### config.mk
export PLATFORM = sky130hd
export DESIGN_NAME = frame_reader_flat
export DESIGN_NICKNAME = d
export VERILOG_FILES = /design/src/rtl/frame_reader_if.sv /design/src/rtl/frame_reader.sv /design/src/flat_wrapper.sv
export SDC_FILE = /design/constraint.sdc
export NUM_CORES = 1
export LEC_CHECK = 0
export ABC_AREA = 1
export CAP_MARGIN = 40
export CORE_UTILIZATION = 40
export DETAILED_ROUTE_END_ITERATION = 12
export PLACE_DENSITY = 0.74
export SLEW_MARGIN = 30
export SYNTH_ARGS = -nofsm -noshare
export SYNTH_HDL_FRONTEND = slang
export SYNTH_SLANG_ARGS = --single-unit
### constraint.sdc
create_clock -name clk_i -period 2.9 [get_ports clk_i]
set_input_delay 0.29 -clock clk_i [delete_from_list [all_inputs] [get_ports clk_i]]
set_output_delay 0.29 -clock clk_i [all_outputs]
set_load 0.01 [all_outputs]
### src/rtl/frame_reader_if.sv
// RAM read port and output pixel stream of frame_reader.
// The sof/eol markers exist only when FRAME_READER_POS_EN is defined.
interface frame_reader_if #(
    parameter int unsigned DATA_W = 8,
    parameter int unsigned ADDR_W = 17
);
    logic              ram_en_o;
    logic [ADDR_W-1:0] ram_addr_o;
    logic [DATA_W-1:0] ram_data_i;
    logic              pix_valid_o;
    logic              pix_ready_i;
    logic [DATA_W-1:0] pix_data_o;
`ifdef FRAME_READER_POS_EN
    logic              pix_sof_o;
    logic              pix_eol_o;
`endif

    modport master (
        output ram_en_o, ram_addr_o, pix_valid_o, pix_data_o,
`ifdef FRAME_READER_POS_EN
        output pix_sof_o, pix_eol_o,
`endif
        input  ram_data_i, pix_ready_i
    );

    modport slave (
        input  ram_en_o, ram_addr_o, pix_valid_o, pix_data_o,
`ifdef FRAME_READER_POS_EN
        input  pix_sof_o, pix_eol_o,
`endif
        output ram_data_i, pix_ready_i
    );
endinterface

### src/rtl/frame_reader.sv
// Streams one frame from a 1-cycle-latency pixel RAM through a 2-entry skid buffer.
// Define FRAME_READER_POS_EN to add the sof/eol position markers.
module frame_reader #(
    parameter int unsigned DATA_W    = 8,
    parameter int unsigned WIDTH     = 320,
    parameter int unsigned HEIGHT    = 240,
    parameter int unsigned ADDR_W    = 17,
    parameter int unsigned BASE_ADDR = 0
) (
    input  logic           clk_i,
    input  logic           rst_ni,
    input  logic           start_i,
    output logic           busy_o,
    output logic           done_o,
    frame_reader_if.master bus
);
    localparam int unsigned N     = WIDTH * HEIGHT;
    localparam int unsigned CNT_W = $clog2(N + 1);

    typedef enum logic [1:0] {S_IDLE, S_RUN, S_DONE} state_e;

    state_e            state_q, state_d;
    logic [CNT_W-1:0]  rd_cnt_q, rd_cnt_d;
    logic [CNT_W-1:0]  out_cnt_q, out_cnt_d;
    logic              inflight_q, inflight_d;
    logic [1:0]        occ_q, occ_d;
    logic [DATA_W-1:0] head_q, head_d;
    logic [DATA_W-1:0] tail_q, tail_d;
    logic [ADDR_W-1:0] ram_addr_q, ram_addr_d;
`ifdef FRAME_READER_POS_EN
    logic [$clog2(WIDTH+1)-1:0]  col_q, col_d;
    logic [$clog2(HEIGHT+1)-1:0] row_q, row_d;
`endif

    logic       pop;
    logic       issue;
    logic [2:0] credit;

    always_comb begin
        pop    = (occ_q != 2'd0) && bus.pix_ready_i;
        // Occupancy projected to the end of next cycle must leave room for this read.
        credit = {1'b0, occ_q} + {2'b00, inflight_q} - {2'b00, pop};
        issue  = (state_q == S_RUN) && (rd_cnt_q < CNT_W'(N)) && (credit <= 3'd1);

        state_d    = state_q;
        rd_cnt_d   = rd_cnt_q;
        out_cnt_d  = out_cnt_q;
        inflight_d = issue;
        occ_d      = occ_q;
        head_d     = head_q;
        tail_d     = tail_q;
        ram_addr_d = ram_addr_q;
`ifdef FRAME_READER_POS_EN
        col_d      = col_q;
        row_d      = row_q;
`endif

        if (issue) begin
            rd_cnt_d   = rd_cnt_q + 1'b1;
            ram_addr_d = ADDR_W'(BASE_ADDR) + ADDR_W'(rd_cnt_q);
        end

        unique case ({inflight_q, pop})
            2'b10: begin
                if (occ_q == 2'd0) head_d = bus.ram_data_i;
                else               tail_d = bus.ram_data_i;
                occ_d = occ_q + 1'b1;
            end
            2'b01: begin
                head_d = tail_q;
                occ_d  = occ_q - 1'b1;
            end
            2'b11: begin
                if (occ_q == 2'd1) begin
                    head_d = bus.ram_data_i;
                end else begin
                    head_d = tail_q;
                    tail_d = bus.ram_data_i;
                end
            end
            default: ;
        endcase

        if (pop && (out_cnt_q < CNT_W'(N))) begin
            out_cnt_d = out_cnt_q + 1'b1;
`ifdef FRAME_READER_POS_EN
            if (col_q == ($clog2(WIDTH+1))'(WIDTH - 1)) begin
                col_d = '0;
                row_d = row_q + 1'b1;
            end else begin
                col_d = col_q + 1'b1;
            end
`endif
        end

        unique case (state_q)
            S_IDLE: begin
                if (start_i) begin
                    state_d    = S_RUN;
                    rd_cnt_d   = '0;
                    out_cnt_d  = '0;
                    occ_d      = '0;
                    inflight_d = 1'b0;
`ifdef FRAME_READER_POS_EN
                    col_d      = '0;
                    row_d      = '0;
`endif
                end
            end
            S_RUN: begin
                if (pop && (out_cnt_q == CNT_W'(N - 1))) state_d = S_DONE;
            end
            S_DONE:  state_d = S_IDLE;
            default: state_d = S_IDLE;
        endcase
    end

    always_ff @(posedge clk_i or negedge rst_ni) begin
        if (!rst_ni) begin
            state_q    <= S_IDLE;
            rd_cnt_q   <= '0;
            out_cnt_q  <= '0;
            inflight_q <= 1'b0;
            occ_q      <= '0;
            head_q     <= '0;
            tail_q     <= '0;
            ram_addr_q <= '0;
`ifdef FRAME_READER_POS_EN
            col_q      <= '0;
            row_q      <= '0;
`endif
        end else begin
            state_q    <= state_d;
            rd_cnt_q   <= rd_cnt_d;
            out_cnt_q  <= out_cnt_d;
            inflight_q <= inflight_d;
            occ_q      <= occ_d;
            head_q     <= head_d;
            tail_q     <= tail_d;
            ram_addr_q <= ram_addr_d;
`ifdef FRAME_READER_POS_EN
            col_q      <= col_d;
            row_q      <= row_d;
`endif
        end
    end

    always_ff @(posedge clk_i) begin
        if (rst_ni) assert (!(inflight_q && !pop && (occ_q == 2'd2)));
    end

    assign busy_o          = (state_q == S_RUN);
    assign done_o          = (state_q == S_DONE);
    assign bus.ram_en_o    = issue;
    assign bus.ram_addr_o  = ram_addr_d;
    assign bus.pix_valid_o = (occ_q != 2'd0);
    assign bus.pix_data_o  = head_q;
`ifdef FRAME_READER_POS_EN
    assign bus.pix_sof_o   = (occ_q != 2'd0) && (col_q == '0) && (row_q == '0);
    assign bus.pix_eol_o   = (occ_q != 2'd0) && (col_q == ($clog2(WIDTH+1))'(WIDTH - 1));
`endif
endmodule

### src/flat_wrapper.sv
// flat-port wrapper written by rule: the top's interface ports become plain ports
module frame_reader_flat 
#(
    parameter int unsigned DATA_W    = 8,
    parameter int unsigned WIDTH     = 320,
    parameter int unsigned HEIGHT    = 240,
    parameter int unsigned ADDR_W    = 17,
    parameter int unsigned BASE_ADDR = 0
)
  (clk_i, rst_ni, start_i, busy_o, done_o, bus_ram_en_o, bus_ram_addr_o, bus_pix_valid_o, bus_pix_data_o, bus_ram_data_i, bus_pix_ready_i);
  frame_reader_if #(.DATA_W(DATA_W), .ADDR_W(ADDR_W)) bus_i ();
  input  logic clk_i;
  input  logic rst_ni;
  input  logic start_i;
  output logic busy_o;
  output logic done_o;
  output wire logic [$bits(bus_i.ram_en_o)-1:0] bus_ram_en_o;
  output wire logic [$bits(bus_i.ram_addr_o)-1:0] bus_ram_addr_o;
  output wire logic [$bits(bus_i.pix_valid_o)-1:0] bus_pix_valid_o;
  output wire logic [$bits(bus_i.pix_data_o)-1:0] bus_pix_data_o;
  input wire logic [$bits(bus_i.ram_data_i)-1:0] bus_ram_data_i;
  input wire logic [$bits(bus_i.pix_ready_i)-1:0] bus_pix_ready_i;
  assign bus_ram_en_o = bus_i.ram_en_o;
  assign bus_ram_addr_o = bus_i.ram_addr_o;
  assign bus_pix_valid_o = bus_i.pix_valid_o;
  assign bus_pix_data_o = bus_i.pix_data_o;
  assign bus_i.ram_data_i = bus_ram_data_i;
  assign bus_i.pix_ready_i = bus_pix_ready_i;
  frame_reader #(.DATA_W(DATA_W), .WIDTH(WIDTH), .HEIGHT(HEIGHT), .ADDR_W(ADDR_W), .BASE_ADDR(BASE_ADDR)) u_core (.clk_i(clk_i), .rst_ni(rst_ni), .start_i(start_i), .busy_o(busy_o), .done_o(done_o), .bus(bus_i));
endmodule
==> run_results.csv, run 1 <==
group,metric,value,unit
status,status,"finished, violations left",
status,violations,"DRC, setup timing",
power,seqPwrFrac,0.278,
logic_synthesis,ys_types,32,
placement,place_hpwl,5551,um
job,warning_count,31,
detailed_routing,ant_nets,0,
die,dieArea,9609,um2
timing,holdWs,0.4791,ns
logic_synthesis,simple_gate_share,0.2860,
power,swShare,0.4128,
logic_synthesis,syn_avg_cell_area,7.848,um2
timing,timing.final.ws_setup,-0.2828,ns
cells_and_area,layout_top_cell,"nand2_1",
clock_network,cts_sinks,72,
power,vdd_drop_max,0.4133,mV
logic_synthesis,topCombFamilyByArea,"simple AND/OR/NAND/NOR gates",
timing,hold_violations,0,
clock_network,postCtsHoldBufs,1,
grt,grt_pass1_vias,3225,
cells_and_area,area_growth,29.34,%
placement,gp_congestion,0.8199,
power,largestPowerGroup,"combinational cells",
logic_synthesis,yosysTopAreaCell,"dfrtp_1",
clock_network,post_cts_resized,128,
power,internal_power,3.148,mW
clock_network,cts_tree,"done",
cells_and_area,largestRegisters,"u_core.out_cnt_q: 17 flops, u_core.ram_addr_q: 17 flops, u_core.rd_cnt_q: 17 flops",
power,power_density,1124,nW/um2
die,coreArea,8806,um2
die,fp.dieW,98.03,um
power,p_sw,2.213,mW
grt,antenna_found_initial,0,
timing,setup_viol,18,
logic_synthesis,fp_nets,489,
timing,skew,0.009445,ns
power,clock_power,0.794,mW
logic_synthesis,synth-async-reset-ratio,1.000,
logic_synthesis,mux_share,0,
placement,io_buffers,40,
power,pg_seq,1.49,mW
cells_and_area,fin_cells,653,
logic_synthesis,top_cells_by_count,"nand2_1 (107), dfrtp_1 (72), inv_1 (67)",
timing,tightest_slew,0.6476,ns
die,io_pins,41,
logic_synthesis,ys_seq_frac,0.4885,
cells_and_area,fin_nets,559,
job,drv_cap,0,
grt,grt_start_max_net_pins,73,
detailed_routing,drt_drc_violations_left,2,
die,rows,34,
timing,grt_setup_unrepaired,"yes",
timing,period_minus_slack,3.183,ns
clock_network,cts_setup_buffers,6,
setup_path,startpoint_type,"flop",
setup_path,crit_required,2.61,ns
die,fp_util,0.4189,
timing,finalClockPeriodUsage,1.098,
cells_and_area,final_cell_mix,"nand2_1 (96), dfrtp_1 (72), nor2_1 (66), inv_1 (63), nand3_1 (26)",
logic_synthesis,edf_count,0,
grt,grt_pass1_wl,14030,um
timing,maxSlewHeadroom,0.5654,
power,p_leak,2.329,nW
logic_synthesis,netlist_area,3689,um2
detailed_routing,first_iter_violations,190,
hold_path,hp-class,"reg -> reg",
clock_network,root_buffer,"clkbuf_8",
cells_and_area,drive_gt1_frac,0.2202,
logic_synthesis,top_cell,"nand2_1",
setup_path,r2r_cells,17,
clock_network,numCtsBuffers,9,
setup_path,worstPathArrival,2.89,ns
setup_path,critPathMaxFanout,5,
setup_path,critPathKind,"reg -> out",
power,combPwrFrac,0.573,
logic_synthesis,synthCells,470,
logic_synthesis,synth.area.top_cells,"dfrtp_1 (49%), nand2_1 (11%), inv_1 (6.8%)",
logic_synthesis,synth_warnings,0,
grt,grt.overflow.total,0,
clock_network,clkTransAtPathRegs,0.08,ns
cells_and_area,diodes,0,
power,power.total,5.360,mW
logic_synthesis,top_area_frac,0.4885,
timing,slew_violations,0,
timing,max_freq,314.2,MHz
detailed_routing,dr.pass1.iters,9,
clock_network,clk_latency,0.35,ns
logic_synthesis,ys_sh_aoi,0.1041,
logic_synthesis,ys_cells,470,
clock_network,cts_max_level,3,
power,p_clk_frac,0.148,
logic_synthesis,ys_ff,72,
logic_synthesis,xor_area_frac,0.002374,
clock_network,cts_max_path_buffers,2,
die,dieHeight,98.03,um
power,powerComb,3.07,mW
logic_synthesis,ff_type,"dfrtp_1",
logic_synthesis,ys_area,3689,um2
placement,dp_cells,627,
hold_path,min_path_cells,2,
detailed_routing,viasPerCell,5.064,
setup_path,end_kind,"primary output",
logic_synthesis,ys_sh_adder,0.02578,
-- run 1: worst max-delay path: stages, from the launching register on --
cell,delay (ns)
dfrtp_1,0.38
inv_2,0.07
ha_4,0.16
inv_4,0.06
nand2_4,0.05
ha_4,0.23
inv_4,0.06
ha_4,0.12
inv_2,0.03
fa_2,0.54
nand2_4,0.07
nor2_8,0.13
nand2_8,0.08
or2_4,0.28
o21a_1,0.14
buf_2,0.15
-- run 1: path summary, 6_finish.rpt --
check | from | slack (ns) | endpoint
max | u_core.occ_q[0] | -0.28 | bus_ram_addr_o[0]
min | u_core.ram_addr_q[9] | 0.48 | u_core.ram_addr_q[9]
max reg2reg | u_core.occ_q[0] | 0.17 | u_core.rd_cnt_q[16]
min reg2reg | u_core.ram_addr_q[9] | 0.48 | u_core.ram_addr_q[9]
max in group asynchronous | rst_ni | 2.08 | u_core.out_cnt_q[2]
min in group asynchronous | rst_ni | 0.49 | u_core.state_q[0]
-- run 1: metrics by stage --
step / setup WS (ns) / TNS [ns] / area (um2)
2_1_floorplan: -0.05710 / -0.7293 / 3689
3_3_place_gp: -0.5608 / -9.725 / 4324
3_5_place_dp: -0.7034 / -12.40 / 4332
4_1_cts: -0.2750 / -3.008 / 4702
5_1_grt: -0.3996 / -5.429 / 4771
6_report: -0.2828 / -3.119 / 4771
-- run 1: final cells by class --
type / instances / area [um2]
fillers: 774 / 4035
flip-flops and latches: 72 / 1802
repair buffers: 72 / 631.9
clock buffers: 11 / 141.4
inverters: 71 / 271.5
clock inverters: 5 / 56.30
multi-input cells: 314 / 1733
well taps: 108 / 135.1
-- run 1: metal layers --
layer  part of all wire  vias up  global-route usage
met5                  0        -                   0
met4              0.010        0             0.05012
met3              0.051       10             0.04939
met2               0.51       78              0.3104
met1               0.43     1590              0.2223
li1                   -     1629                   -
run_1/final_congestion.png
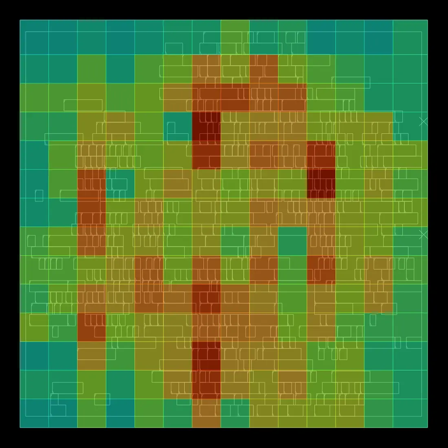
Util after Layout: 0.5418
GR Layer Usage met2: 0.3104

run_1/wire_density.png
Drawn at 4 px/um. The die is cut into 20 by 20 equal tiles; white is low, dark blue is high, scaled to the fullest tile. Values are wire area over tile area, all layers added.
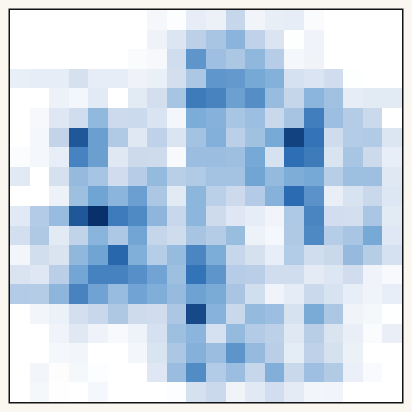
18% of the tiles are nearly empty. The fullest tile reaches 0.56. The emptiest ninth of the die: top left. The mean over all tiles is 0.14.
Avg WL per Cell: 12.59 um
Global Route Usage Sum: 0.1805
WL final: 8222 um
total vias in the final route: 3307

run_1/zoom.png
Window x 34 to 64, y 14 to 44 um. Cells in grey, sequential cells in the stronger grey; small squares are vias.
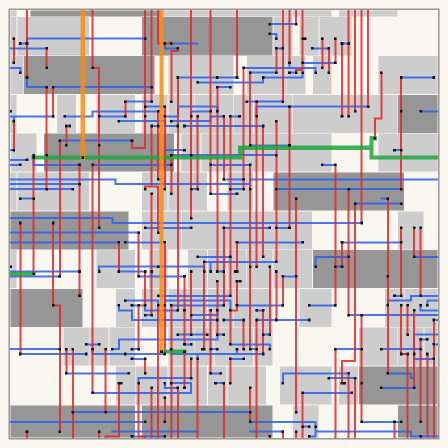
met4: shown in orange. met3: shown in green. met1: shown in blue. met2: shown in red.
71 logic cells have their middle in the window. Netlist names of flops here include u_core.bus.pix_data_o (3), u_core.tail_q (3), u_core.occ_q (2). Sequential cells in the window: 10. Most frequent: buf_4 (13), dfrtp_1 (10), inv_1 (8).

==> run 1 -> run 2 <==
- TNS_END_PERCENT: unset -> 100
run_2/zoom.png
Window x 34 to 64, y 14 to 44 um. Cells in grey, sequential cells in the stronger grey; small squares are vias.
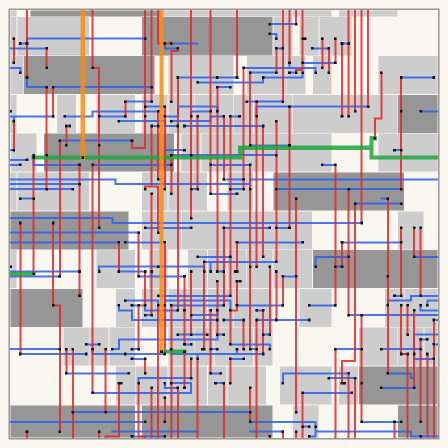
met2: shown in red. met4: shown in orange. met1: shown in blue. met3: shown in green.
71 logic cells have their middle in the window. Most frequent: buf_4 (13), dfrtp_1 (10), inv_1 (8). Netlist names of flops here include u_core.bus.pix_data_o (3), u_core.tail_q (3), u_core.occ_q (2). Sequential cells in the window: 10.

run_2/gate_families.png
Drawn at 6 px/um.
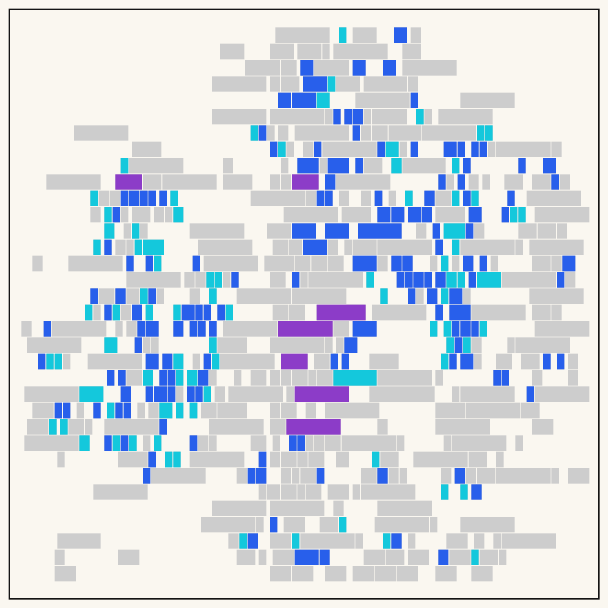
adder and majority cells: shown in purple, cells 7, where middle. NAND gates: shown in blue, cells 153, most used nand2_1. NOR gates: shown in cyan, cells 83, most used nor2_1.
logic share of the area: 0.3632
Cell Count, Final, Fillers Out: 653
most used logic cell in the final layout: nand2_1

==> run 2 against run 1 <==
Effect of this change:
- the flow still finishes with violations (DRC, setup timing)
- cell count unchanged
- flip-flop count unchanged
- utilization unchanged
- clock-buffer cell count unchanged
- register-to-register slack about the same
- combinational power about the same
- worst setup slack unchanged
- critical endpoint unchanged
- largest cell class unchanged
- highest routed layer unchanged
==> run_results.csv, run 2 <==
group,metric,value,unit
status,status,"finished, violations left",
status,violations,"DRC, setup timing",
cells_and_area,area_growth,29.34,%
job,warning_count,31,
setup_path,cp-endpoint,"bus_ram_addr_o[0]",
setup_path,crit_start,"u_core.occ_q[0]",
grt,grt_pass1_vias,3225,
detailed_routing,first_iter_violations,190,
cells_and_area,num-fill-cells,774,
grt,grt.overflow.total,0,
power,p_clk_frac,0.148,
timing,skew,0.009445,ns
power,powerComb,3.07,mW
logic_synthesis,yosysTopAreaCell,"dfrtp_1",
power,combPwrFrac,0.573,
power,power_density,1124,nW/um2
logic_synthesis,top_cells_by_count,"nand2_1 (107), dfrtp_1 (72), inv_1 (67)",
cells_and_area,fin_nets,559,
setup_path,end_kind,"primary output",
timing,setup_viol,18,
cells_and_area,final_cell_mix,"nand2_1 (96), dfrtp_1 (72), nor2_1 (66), inv_1 (63), nand3_1 (26)",
setup_path,r2r_end,"u_core.rd_cnt_q[16]",
power,p_leak,2.329,nW
detailed_routing,route.met3.wl,422,um
power,pg_seq,1.49,mW
power,vdd_drop_max,0.4133,mV
logic_synthesis,top_area_frac,0.4885,
power,seqPwrFrac,0.278,
detailed_routing,wirelength,8222,um
clock_network,clk_latency,0.35,ns
setup_path,r2r_start,"u_core.occ_q[0]",
clock_network,post_cts_resized,128,
logic_synthesis,ys_types,32,
placement,pre_cts_slack,-0.7034,ns
clock_network,root_buffer,"clkbuf_8",
logic_synthesis,synthCells,470,
logic_synthesis,edf_count,0,
logic_synthesis,syn_avg_cell_area,7.848,um2
job,drv_cap,0,
clock_network,cts_tree,"done",
setup_path,r2r_cells,17,
timing,holdWs,0.4791,ns
die,io_pins,41,
grt,antenna_found_initial,0,
setup_path,startpoint_type,"flop",
clock_network,numCtsBuffers,9,
grt,grt_use_total,0.1805,
clock_network,cts_sinks,72,
setup_path,critPathKind,"reg -> out",
hold_path,min_to,"u_core.ram_addr_q[9]",
die,rows,34,
cells_and_area,diodes,0,
clock_network,clkTransAtPathRegs,0.08,ns
placement,dp_cells,627,
timing,tightest_slew,0.6476,ns
timing,period_minus_slack,3.183,ns
clock_network,cts_max_path_buffers,2,
grt,grt_pass1_wl,14030,um
die,fp.dieW,98.03,um
die,dieHeight,98.03,um
logic_synthesis,top_cell,"nand2_1",
timing,timing.final.ws_setup,-0.2828,ns
clock_network,postCtsHoldBufs,1,
logic_synthesis,fp_nets,489,
detailed_routing,routed.top_layer,"met4",
power,largestPowerGroup,"combinational cells",
placement,gp_congestion,0.8199,
detailed_routing,met2_length,4177,um
timing,maxSlewHeadroom,0.5654,
timing,slew_violations,0,
timing,grt_setup_unrepaired,"yes",
setup_path,reg2reg_setup_slack,0.17,ns
detailed_routing,post_drt_wl_per_cell,12.59,um
setup_path,worstPathArrival,2.89,ns
hold_path,hp-class,"reg -> reg",
detailed_routing,vias,3307,
setup_path,critPathMaxFanout,5,
placement,place_hpwl,5551,um
timing,max_freq,314.2,MHz
logic_synthesis,netlist_area,3689,um2
power,p_sw,2.213,mW
hold_path,hp-start,"u_core.ram_addr_q[9]",
hold_path,min_path_cells,2,
cells_and_area,largestRegisters,"u_core.out_cnt_q: 17 flops, u_core.ram_addr_q: 17 flops, u_core.rd_cnt_q: 17 flops",
power,swShare,0.4128,
grt,grt_start_max_net_pins,73,
detailed_routing,dr.pass1.iters,9,
setup_path,crit_required,2.61,ns
timing,finalClockPeriodUsage,1.098,
logic_synthesis,ff_type,"dfrtp_1",
power,clock_power,0.794,mW
detailed_routing,drt_drc_violations_left,2,
placement,io_buffers,40,
logic_synthesis,ys_seq_frac,0.4885,
detailed_routing,ant_nets,0,
clock_network,cts_max_level,3,
detailed_routing,viasPerCell,5.064,
power,internal_power,3.148,mW
logic_synthesis,synth_warnings,0,
timing,hold_violations,0,
logic_synthesis,ys_ff,72,
logic_synthesis,ys_area,3689,um2
logic_synthesis,synth.area.top_cells,"dfrtp_1 (49%), nand2_1 (11%), inv_1 (6.8%)",
detailed_routing,wl_met1,3537,um
die,fp_util,0.4189,
logic_synthesis,ys_cells,470,
die,coreArea,8806,um2
clock_network,cts_setup_buffers,6,
die,dieArea,9609,um2
cells_and_area,drive_gt1_frac,0.2202,
logic_synthesis,synth-async-reset-ratio,1.000,
run 2: cell counts after synthesis:
No cell type changed its count.
run 2: worst max-delay path, stage by stage (launching register included):
cell and delay, ns:
dfrtp_1 0.38, inv_2 0.07, ha_4 0.16, inv_4 0.06, nand2_4 0.05, ha_4 0.23, inv_4 0.06, ha_4 0.12
inv_2 0.03, fa_2 0.54, nand2_4 0.07, nor2_8 0.13, nand2_8 0.08, or2_4 0.28, o21a_1 0.14, buf_2 0.15
run 2: cell families (layout without fill, tap and decap cells):
| family | after synthesis | count (layout) | share of synthesized area |
|---|---|---|---|
| compound gates | 69 | 69 | 0.1041 |
| simple gates | 237 | 237 | 0.2860 |
| fa+ha+maj | 7 | 7 | 0.02578 |
| flops | 72 | 72 | 0.4885 |
| buf+inv | 84 | 159 | 0.09328 |
| xor+xnor | 1 | 1 | 0.002375 |
run 2: routing by layer:
layer | vias up | track usage
met5 | - | 0
li1 | 1629 | -
met2 | 78 | 0.3104
met1 | 1590 | 0.2223
met4 | 0 | 0.05012
met3 | 10 | 0.04939
run 2: area by class of cell:
class | instances | area (um2) | area share
inverter | 71 | 271.5 | 0.05691
multi-input combinational | 314 | 1733 | 0.3632
clock inverter | 5 | 56.30 | 0.01180
timing repair buffer | 72 | 631.9 | 0.1324
tap | 108 | 135.1 | 0.02832
sequential | 72 | 1802 | 0.3777
clock buffer | 11 | 141.4 | 0.02964
run 2: metrics by stage:
step	power (mW)	setup TNS, ns	util	area, um2
3_5_place_dp	3.992	-12.40	0.4919	4332
2_1_floorplan	2.958	-0.7293	-	3689
6_report	5.360	-3.119	0.5418	4771
4_1_cts	5.256	-3.008	0.5340	4702
3_3_place_gp	3.894	-9.725	0.4910	4324
5_1_grt	5.756	-5.429	0.5418	4771
No activity file was given, so power comes from the tool's default toggle rates.
